<file path="config.mk">
export PLATFORM = sky130hd
export DESIGN_NAME = axis_sm_fifo
export DESIGN_NICKNAME = d
export VERILOG_FILES = /design/src/rtl/axis_sm_fifo.sv
export SDC_FILE = /design/constraint.sdc
export NUM_CORES = 1
export LEC_CHECK = 0
export CAP_MARGIN = 20
export CORE_MARGIN = 3
export CORE_UTILIZATION = 30
export CTS_CLUSTER_DIAMETER = 50
export DETAILED_ROUTE_END_ITERATION = 6
export PLACE_DENSITY_LB_ADDON = 0.08
export SLEW_MARGIN = 30
export SYNTH_ARGS = -nofsm -noshare
export SYNTH_HDL_FRONTEND = slang
export SYNTH_SLANG_ARGS = --single-unit
export TNS_END_PERCENT = 30
</file>
<file path="constraint.sdc">
create_clock -name ASCLK -period 4.3 [get_ports ASCLK]
set_input_delay 1.29 -clock ASCLK [delete_from_list [all_inputs] [get_ports ASCLK]]
set_output_delay 1.29 -clock ASCLK [all_outputs]
set_load 0.005 [all_outputs]
</file>
<file path="src/rtl/axis_sm_fifo.sv">
// axis_sm_fifo
//   Stream buffer placed after the AXIS master mux. Upstream beats (a_sm_*) are stored in a
//   pDEPTH-entry first-word-fall-through FIFO and re-driven as f_sm_* to the IO-side consumer.
//   Downstream backpressure is therefore absorbed for up to pDEPTH beats before the mux stalls.
//
//   Optional feature: define AXIS_SM_FIFO_PKT_MODE_EN for packet mode. In packet mode the
//   output is held off until a complete packet (a tlast beat) is stored, or until the FIFO
//   is full.
//
// Ports
//   ASCLK, ARESET           clock (rising edge) and synchronous active-high reset
//   a_sm_t*                 upstream stream in; a_sm_tready = !fifo_full
//   f_sm_t*                 downstream stream out (head of FIFO)
//   fifo_flush              synchronous flush, beats priority over push/pop
//   fifo_level/full/empty   registered occupancy after this cycle's push/pop
module axis_sm_fifo #(
   parameter int unsigned pDATA_WIDTH = 32,
   parameter int unsigned pDEPTH      = 8,
   parameter int unsigned pLVL_W      = 4
) (
   input  logic                   ASCLK,
   input  logic                   ARESET,
   input  logic                   a_sm_tvalid,
   input  logic [pDATA_WIDTH-1:0] a_sm_tdata,
   input  logic [2:0]             a_sm_tid,
   input  logic                   a_sm_tkeep,
   input  logic                   a_sm_tlast,
   input  logic [3:0]             a_sm_tstrb,
   output logic                   a_sm_tready,
   output logic                   f_sm_tvalid,
   output logic [pDATA_WIDTH-1:0] f_sm_tdata,
   output logic [2:0]             f_sm_tid,
   output logic                   f_sm_tkeep,
   output logic                   f_sm_tlast,
   output logic [3:0]             f_sm_tstrb,
   input  logic                   f_sm_tready,
   input  logic                   fifo_flush,
   output logic [pLVL_W-1:0]      fifo_level,
   output logic                   fifo_full,
   output logic                   fifo_empty
);

   localparam int unsigned AW = pLVL_W - 1;
   localparam int unsigned EW = pDATA_WIDTH + 9;
   localparam logic [pLVL_W-1:0] FullLvl = pLVL_W'(pDEPTH);
   localparam logic [pLVL_W-1:0] One     = pLVL_W'(1);

   logic [EW-1:0]     mem_q [pDEPTH];
   logic [pLVL_W-1:0] wr_ptr_q, wr_ptr_d;
   logic [pLVL_W-1:0] rd_ptr_q, rd_ptr_d;
   logic [pLVL_W-1:0] level_q, level_d;
   logic              full_q, empty_q;
   logic              push, pop;
   logic [EW-1:0]     wr_entry, head;

   assign wr_entry = {a_sm_tdata, a_sm_tid, a_sm_tkeep, a_sm_tlast, a_sm_tstrb};
   assign head     = mem_q[rd_ptr_q[AW-1:0]];

   assign {f_sm_tdata, f_sm_tid, f_sm_tkeep, f_sm_tlast, f_sm_tstrb} = head;

   assign a_sm_tready = ~full_q;
   assign fifo_level  = level_q;
   assign fifo_full   = full_q;
   assign fifo_empty  = empty_q;

   // No pass-through when full: tready comes from the registered full flag only.
   assign push = a_sm_tvalid & ~full_q;
   assign pop  = f_sm_tvalid & f_sm_tready;

   always_comb begin
      wr_ptr_d = wr_ptr_q;
      rd_ptr_d = rd_ptr_q;
      if (push) wr_ptr_d = wr_ptr_q + One;
      if (pop)  rd_ptr_d = rd_ptr_q + One;
      // Pointers carry one extra bit, so the modular difference is the occupancy.
      level_d = wr_ptr_d - rd_ptr_d;
   end

`ifdef AXIS_SM_FIFO_PKT_MODE_EN
   logic [pLVL_W-1:0] pkt_cnt_q, pkt_cnt_d;
   logic              push_last, pop_last;

   assign push_last = push & a_sm_tlast;
   assign pop_last  = pop & f_sm_tlast;

   always_comb begin
      pkt_cnt_d = pkt_cnt_q;
      if (push_last & ~pop_last)      pkt_cnt_d = pkt_cnt_q + One;
      else if (pop_last & ~push_last) pkt_cnt_d = pkt_cnt_q - One;
   end

   // Full override: a packet longer than the FIFO must still drain or nothing moves.
   assign f_sm_tvalid = ~empty_q & ((pkt_cnt_q != '0) | full_q);

   always_ff @(posedge ASCLK) begin
      if (ARESET || fifo_flush) begin
         pkt_cnt_q <= '0;
      end else begin
         pkt_cnt_q <= pkt_cnt_d;
      end
   end
`else
   assign f_sm_tvalid = ~empty_q;
`endif

   always_ff @(posedge ASCLK) begin
      if (ARESET) begin
         mem_q    <= '{default: '0};
         wr_ptr_q <= '0;
         rd_ptr_q <= '0;
         level_q  <= '0;
         full_q   <= 1'b0;
         empty_q  <= 1'b1;
      end else if (fifo_flush) begin
         // Stored payload is left in place; it is unreachable once the pointers are cleared.
         wr_ptr_q <= '0;
         rd_ptr_q <= '0;
         level_q  <= '0;
         full_q   <= 1'b0;
         empty_q  <= 1'b1;
      end else begin
         if (push) mem_q[wr_ptr_q[AW-1:0]] <= wr_entry;
         wr_ptr_q <= wr_ptr_d;
         rd_ptr_q <= rd_ptr_d;
         level_q  <= level_d;
         full_q   <= (level_d == FullLvl);
         empty_q  <= (level_d == '0);
      end
   end

endmodule

</file>
==> results.ini <==
[hold_path]
worstHoldStart=mem_q[270]$_SDFFE_PP0P_

[clock_tree]
hold_buffers=0
post_cts_buffers=0
ctsHtreeMaxLevel=2
clockBufferDepth=3

[run]
max_cap_violations=0
warning_count=26

[power]
p_leak_nw=5.71
peakVddDrop_mv=0.211
powerDensity_nw_per_um2=442

[place]
portBuffers=94
dp_cells=2266
dpl-instance-area_sq_um=16000
gp_congestion=0.714
dp_hpwl_um=25800

[grt]
grt_pass1_wl_um=71300
antenna_found_initial=4
grt_pass1_vias=11400
grtUsageTotal_pct=18.2

[setup_path]
path_class=reg2out
arrival_ns=2.70
timing.rr.start=wr_ptr_q[1]$_SDFF_PP0_
crit_path_start_kind=flop
crit_chain=buf_4 > mux4_2 > mux2_2 > clkdlybuf4s50_1
crit_required_ns=3.01

[sta]
drv_slew=0
hold_viol_final=0
setup_tns_ns=0
fin_worst_skew_ns=0.0217
max_freq_mhz=251
whs_ns=0.450
rsz0062_at_grt=no
finalClockPeriodUsage_pct=92.8
setup_violations=0
fin_crit_ns=3.99

[synthesis]
synthesis.area_sq_um=14700
ys_seq_share_pct=46.7
synth_warnings=0
synth_nets=1745
synth.distinct_cells=35
ys_ff=342
synthCells=1693
syn_area_per_cell_sq_um=8.67

[routing]
postRouteWirelength_um=46700
drt-wirelength-per-cell_um=19.8
drt-initial-drc-count=871
ant_nets=0

[floorplanning]
die_w_um=227
core_area_sq_um=48000
fp_util_pct=30.5
rows=80

[layout]
stdcell_count=2353
nets=1751
lay_top_cells=nand2_1 (661), dfxtp_1 (339), a21oi_1 (329)

[run_status]
outcome=finished clean

==> cell type report <==
cell class,instances,area [sq um],area share [%]
clock inverters,28,419,2.37
multi-input cells,1175,6950,39.3
clock buffers,57,1280,7.25
well taps,615,769,4.35
diodes,2,5.00,0.0283
repair buffers,130,1400,7.93
inverters,4,15.0,0.0848
flip-flops and latches,342,6860,38.7
==> state kept, by name, indices dropped and copies added, names as in the netlist <==
signal and cells:
wr_ptr_q 4, mem_q 328, fifo_full 1, rd_ptr_q 4, fifo_level 4, fifo_empty 1
==> synthesized netlist by cell type (all sizes together) <==
cell type	count	share of area, %
and2	4	0.17
a21oi	329	11
xor2	2	0.12
mux2	41	3.1
mux2i	1	0.068
inv	4	0.10
nand4	1	0.043
nor2	13	0.35
or2	1	0.043
nand3b	1	0.051
nand2	667	17
clkbuf	76	2.0
a21o	1	0.051
ha	5	0.43
nor3b	1	0.085
nand3	5	0.17
dfxtp	342	47
xnor2	5	0.30
a41o	1	0.068
nor2b	6	0.31
or3	1	0.077
nor3	4	0.28
xnor3	1	0.15
buf	96	4.2
nand2b	2	0.14
mux4	82	13
fa	1	0.14
==> metal layers <==
layer	up-vias	share of wire, %	GRT usage, %	routed length, um
li1	5649	-	-	-
met1	5578	47	25.7	22000
met2	236	46	29.1	21500
met3	51	5.2	3.09	2410
met4	4	1.5	4.45	720
met5	-	0.058	0	27
==> cell families (layout without fill, tap and decap cells) <==
kind of cell	count (synthesis)	count (layout)	synth area share [%]
AOI/OAI and AO/OA	331	331	11.3
xor gates and xnor gates	8	8	0.571
adders and majority gates	6	6	0.563
buffers and inverters	176	219	6.29
DFF	342	342	46.7
muxes	124	124	15.8
other	0	2	0
and+or+nand+nor	706	706	18.8
==> worst paths after layout <==
| kind | end | slack, ns | depth (start not counted) |
|---|---|---|---|
| hold reg to reg | mem_q[270]$_SDFFE_PP0P_ | 0.45 | 2 |
| setup / recovery | f_sm_tdata[22] | 0.31 | 4 |
| setup reg to reg | fifo_empty$_SDFF_PP1_ | 1.94 | 8 |
| hold / removal | mem_q[270]$_SDFFE_PP0P_ | 0.45 | 2 |
==> where the power goes <==
| part | internal, mW | total (mW) | switching (mW) |
|---|---|---|---|
| Clock | 2.72 | 4.23 | 1.51 |
| Combinational | 0.160 | 0.377 | 0.217 |
| Sequential | 3.20 | 3.22 | 0.0172 |
| Total | 6.08 | 7.82 | 1.74 |
==> critical path: cells and delay by family, from the launching register on <==
kind                   cells  cell delay (ns)
buffers and inverters      2             0.77
flip-flops                 1             0.50
multiplexers               2             0.86
### Clock wires, drivers and flops

(2 px per um)
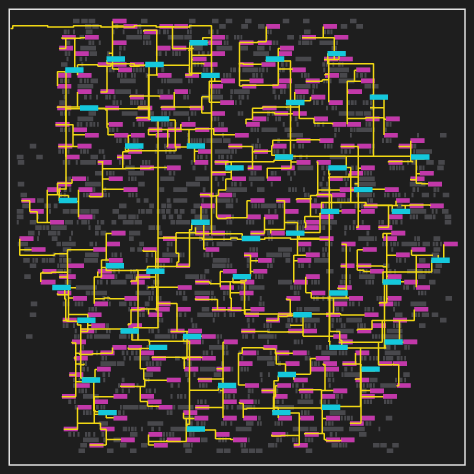
- clock drivers: cyan (count 46)
- flip-flops: magenta (count 342)
- clock wires: yellow (length 5,210 um)
- flops lie: all over the die
- routed clock nets: 47

### The clock network

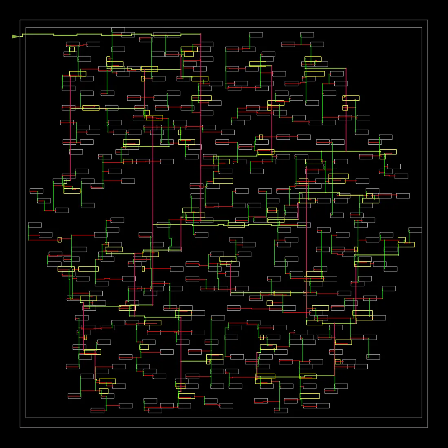
clock buf count: 57
CTS Buf Count: 46
Flop Count: 342
Sink Count: 342

### Placement by cell class

(1.5 px per um) Fill, decap, tap and diode cells in gray.
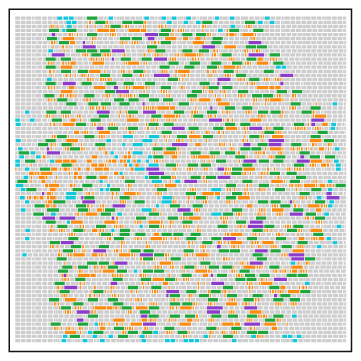
- clock drivers and dummy loads: purple (cells 85)
- remaining buffers and delay cells: cyan (cells 130)
- sequential cells: green (cells 342)
- combinational and other logic: orange (cells 1,179)

### Cell area per tile

(1 px per um) 23 x 23 tiles, from black (low) to pale yellow (high), 0 to 100% covered.
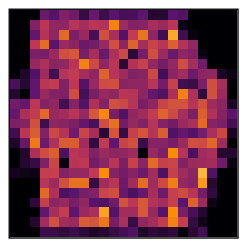
- tiles over 75% full: 1.1%
- mean over tiles: 33%
- nearly empty tiles: 15%
- fullest tile: 84%
- emptiest ninth of the die: upper right

No activity file was given, so power comes from the tool's default toggle rates.
